Figure 1. Cell classes on the final placement (run 1).
Bar = 50 µm. Fill, decap, tap and diode cells in gray.
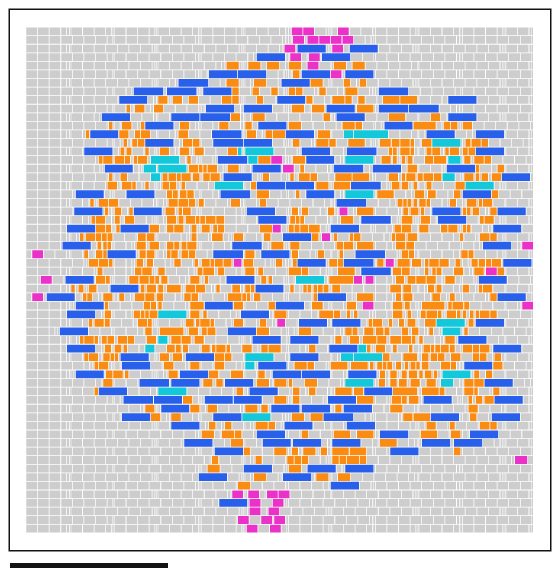
Figure 2. Cell area per tile (run 1).
The die is cut into 17 by 17 equal tiles; black is low, pale yellow is high, 0 to 100% covered.
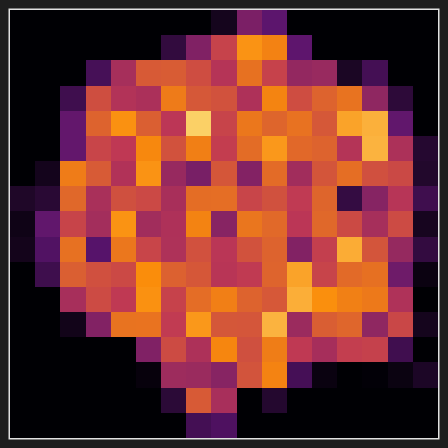
Figure 3. Sequential cells colored by netlist name (run 1).
Bar = 50 µm.
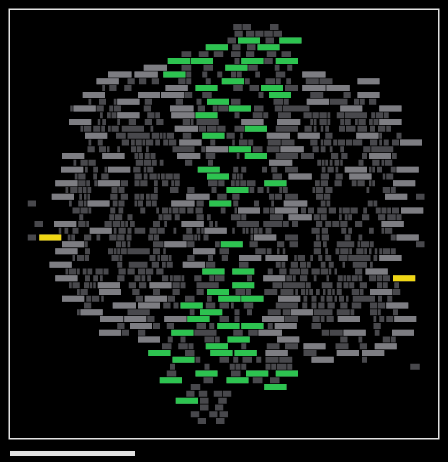
Design tick_divider, sky130hd; sources not shown.
==> ci_impl_report.md <==
### Flow metrics

| Metric | Value |
|---|---|
| Wire length of the first global-routing pass | `37.7 mm` |
| Unrepaired setup endpoints after global routing | `no` |
| Detailed placer's ending HPWL | `16.4 mm` |
| Peak supply drop | `0.000153 V` |
| Detailed-router iteration count before antenna repair | `5` |
| Remaining design rule violation count | `0` |
| Leakage power summed over all cells | `3.89 nW` |
| Proportion of total power due to net switching | `0.329` |
| # Cells Yosys | `901` |
| Post-synth EDFFs | `0` |
| Unique cell types | `77` |
| Fill count | `2,515` |
| Required time worst endpoint | `7.83 ns` |
| Synth Area in XOR/XNOR | `0.103` |
| Most common cell after layout, fill and taps aside | `dfrtp_1` |
| Sequential share of power | `0.460` |
| Synth Seq Share | `0.438` |
| Number of ports placed on the die boundary | `38` |
| Count of placed standard cells in the final layout, fillers left out | `1,259` |
| Number of max-capacitance violations reported | `0` |
| Ant. Diodes | `0` |
| Post-synth ARST share | `1.00` |
| Post-CTS Setup Inserts | `0` |
| DR vias/cell | `5.54` |
| Global routing met1 resource utilization | `0.209` |
| Clock transition at the registers of the reported paths | `0.07 ns` |
| CP Class | `reg -> reg` |
| Dominant flop cell | `dfrtp_1` |
| Fin Setup TNS | `0 ns` |
| Commonest cells after routing, fill and taps aside | `139 x dfrtp_1, 75 x nor2_1, 56 x xor2_1, 54 x xnor2_1` |
| Vias in the first global route | `7,014` |
| Power density of the placed cells | `266 mW/mm²` |
| Cell-internal power | `1.88 mW` |
| Clock root buffer master | `clkbuf_16` |
| Signed area change from the synthesized netlist to the final layout | `12.3%` |
| Post-placement worst setup slack | `3.15 ns` |
| Kind of end point of the critical path | `flop` |
| Fa+ha+maj area frac | `0.00641` |
| Width of the die | `171 µm` |
| Grt met2 use | `0.271` |
| Setup slack of the worst register-to-register path | `3.07 ns` |
| Worst max-slew margin expressed relative to the limit | `0.281` |
| Clk pwr share | `0.317` |
| Count of endpoints failing hold in the final timing report | `0` |
| Hold-fix buffers, CTS | `0` |
| All-Layer GR Usage | `0.159` |
| Clock tree from TritonCTS | `built` |
| Maximum fanout along the worst path | `51` |
| Yosys aoi share | `0.166` |
| Total number of yosys warnings | `0` |
| Outcome | `complete, no violations` |
| Met3 track demand over resource | `0.0342` |
| Largest area contributor in the netlist | `dfrtp_1` |
| Iteration-0 DRC Markers | `648` |
| Mapped Cells | `901` |
| Vert. Die Dim | `171 µm` |
| Combinational group share of total power | `0.223` |
| Post-cts gate resize count | `0` |
| Htree depth | `4` |
| Cell area after synthesis | `0.00937 mm²` |
| Hold/Removal Path Class | `in -> async` |
| Min Tclk post-route | `4.43 ns` |
| Wirelength, routed | `22.9 mm` |
| PnR worst setup slack | `3.07 ns` |
| Post-detailed-route wirelength per cell | `18.2 µm` |
| Actual transition at the worst max-transition pin | `1.08 ns` |
| Final count of negative-setup-slack endpoints | `0` |
| Chip area line of the yosys report | `0.00937 mm²` |
| Net switching power | `0.920 mW` |
| Buffers added on ports | `37` |
| Leading post-synthesis cells by cell area | `dfrtp_1 37%, dfstp_2 6.7%, mux2_2 6.2%` |
| Log Warnings | `25` |
| Total number of vias | `6,980` |
| Pin count of the biggest net entering global routing | `93` |
| Post-DRT Antenna Nets | `0` |
| Final layout net count | `947` |
| Multi-input gate area in the final layout | `0.00491 mm²` |
| Chip area | `0.0294 mm²` |
| CTS Buf Count | `17` |
| Share of layout cells above drive strength 1 | `0.208` |
| TritonCTS sink count | `163` |
| Most utilized layer in the global route result | `met2` |
| Residual overflow from global routing | `0` |
| CP Data Arrival Time | `4.76 ns` |
| Post-Route Skew | `0.0103 ns` |
| Number of cells on the worst reg-to-reg path | `9` |
| Post-synthesis share of cell area spent on and, or, nand and nor gates | `0.183` |
| Timing-limited maximum frequency | `226 MHz` |
| Clock tree buffer depth | `2` |
| Dpl cells | `1,227` |
| Number of register bits inferred by synthesis | `163` |
| Portion of synthesized cell area occupied by the leading cell type | `0.371` |
| Synth logic family | `simple AND/OR/NAND/NOR gates` |
| Synthesized area per cell | `10.4 µm²` |
| Antenna violations before repair | `0` |
| Share of cell area taken by muxes after synthesis | `0.0646` |
| Hold_ws | `0.402 ns` |
| Critical path launch point type | `flop` |
| Post-route fraction of the period consumed by the critical path | `0.591` |
| Clock latency at the later pin of the worst-skew pair | `0.44 ns` |
| Final Max-Slew Violation Tally | `0` |
-- Figure 1 (at the start) --
Key: sequential cells = blue [cells 163, share of their area 41%]; clock drivers and dummy loads = cyan [cells 32, share of their area 5.9%]; combinational and other logic = orange [cells 684, share of their area 49%]; remaining buffers and delay cells = magenta [cells 45, share of their area 4.3%]
placement row count: 59
sequential fraction of total cell area: 0.390

-- Figure 2 (at the start) --
The mean over all tiles is 34%. 30% of the tiles are nearly empty. The fullest tile reaches 90%.
FP Core Util: 0.363
core footprint: 0.0258 mm²
final core occ: 0.407

-- Figure 3 (at the start) --
Key: g_ch.u_ch.pend_div = green [sequential cells 52, where a vertical strip down the middle]; g_ch.u_ch.tick = yellow [sequential cells 2]
Another 109 sequential cells are not colored.
P_seq: 1.29 mW
area of all sequential standard cells: 0.00411 mm²

run 1: cell families (layout without fill, tap and decap cells):
group,after synthesis,count (layout)
AND-OR/OR-AND,184,184
XOR/XNOR,110,110
adder cells (fa/ha/maj),5,5
buffers and inverters,71,94
flip-flops,163,163
multiplexers,54,54
AND/OR/NAND/NOR,314,314
run 1: power by group through the flow:
| stage | Clock, mW | Sequential (mW) | Combinational, mW |
|---|---|---|---|
| after global routing | 0.950 | 1.32 | 0.685 |
| after global placement | 0 | 1.29 | 0.614 |
| after detailed placement | 0 | 1.30 | 0.623 |
| after CTS | 0.912 | 1.29 | 0.627 |
| final | 0.888 | 1.29 | 0.624 |
| after floorplan | 0 | 1.24 | 0.481 |
run 1: per-stage QoR:
step           utilization  cell area [µm²]  power, mW
2_1_floorplan            -             9070       1.72
3_3_place_gp         0.384             9930       1.91
3_5_place_dp         0.384             9930       1.92
4_1_cts              0.407            10500       2.82
5_1_grt              0.407            10500       2.95
6_report             0.407            10500       2.80
run 1: routing by layer:
| metal | vias to the layer above | part of all wire |
|---|---|---|
| met1 | 3490 | 0.46 |
| met2 | 107 | 0.49 |
| met3 | 23 | 0.037 |
| met5 | - | 0 |
| li1 | 3360 | - |
| met4 | 0 | 0.012 |
run 1: cell usage after synthesis (6+ instances only):
cell type and number:
dfstp_2 24, and3_1 12, nor3_1 26, nor2_2 24, nand2_1 44, or4_1 8, inv_1 16, nor2_1 75
a2bb2oi_2 25, dfrtp_1 139, buf_4 8, nand3_1 30, buf_2 9, a2bb2oi_1 26, o21ai_0 12, clkbuf_1 30
xor2_1 56, o22ai_1 52, xnor2_1 54, nor4_1 21, mux2_2 52, nand4_1 24, buf_6 7, a21oi_1 10
nand3b_1 6, or3_1 6, o31ai_1 7
run 1: layout make-up:
type                       instances  area share
sequential                       163       0.390
clock buffer                      18      0.0408
tap                              335      0.0398
timing repair buffer              45      0.0410
inverter                          17     0.00606
multi-input combinational        667       0.466
clock inverter                    14      0.0155
run 1: worst max-delay path, stage by stage, from the launching register on:
cell,delay (ns)
dfrtp_1,0.45
nor4_1,0.61
nand4_2,0.41
or4_1,0.59
a211oi_1,0.28
or4b_1,0.47
or3_4,0.38
o31ai_4,0.21
buf_4,0.68
o2bb2a_4,0.22
Power and IR drop assume default switching activity.
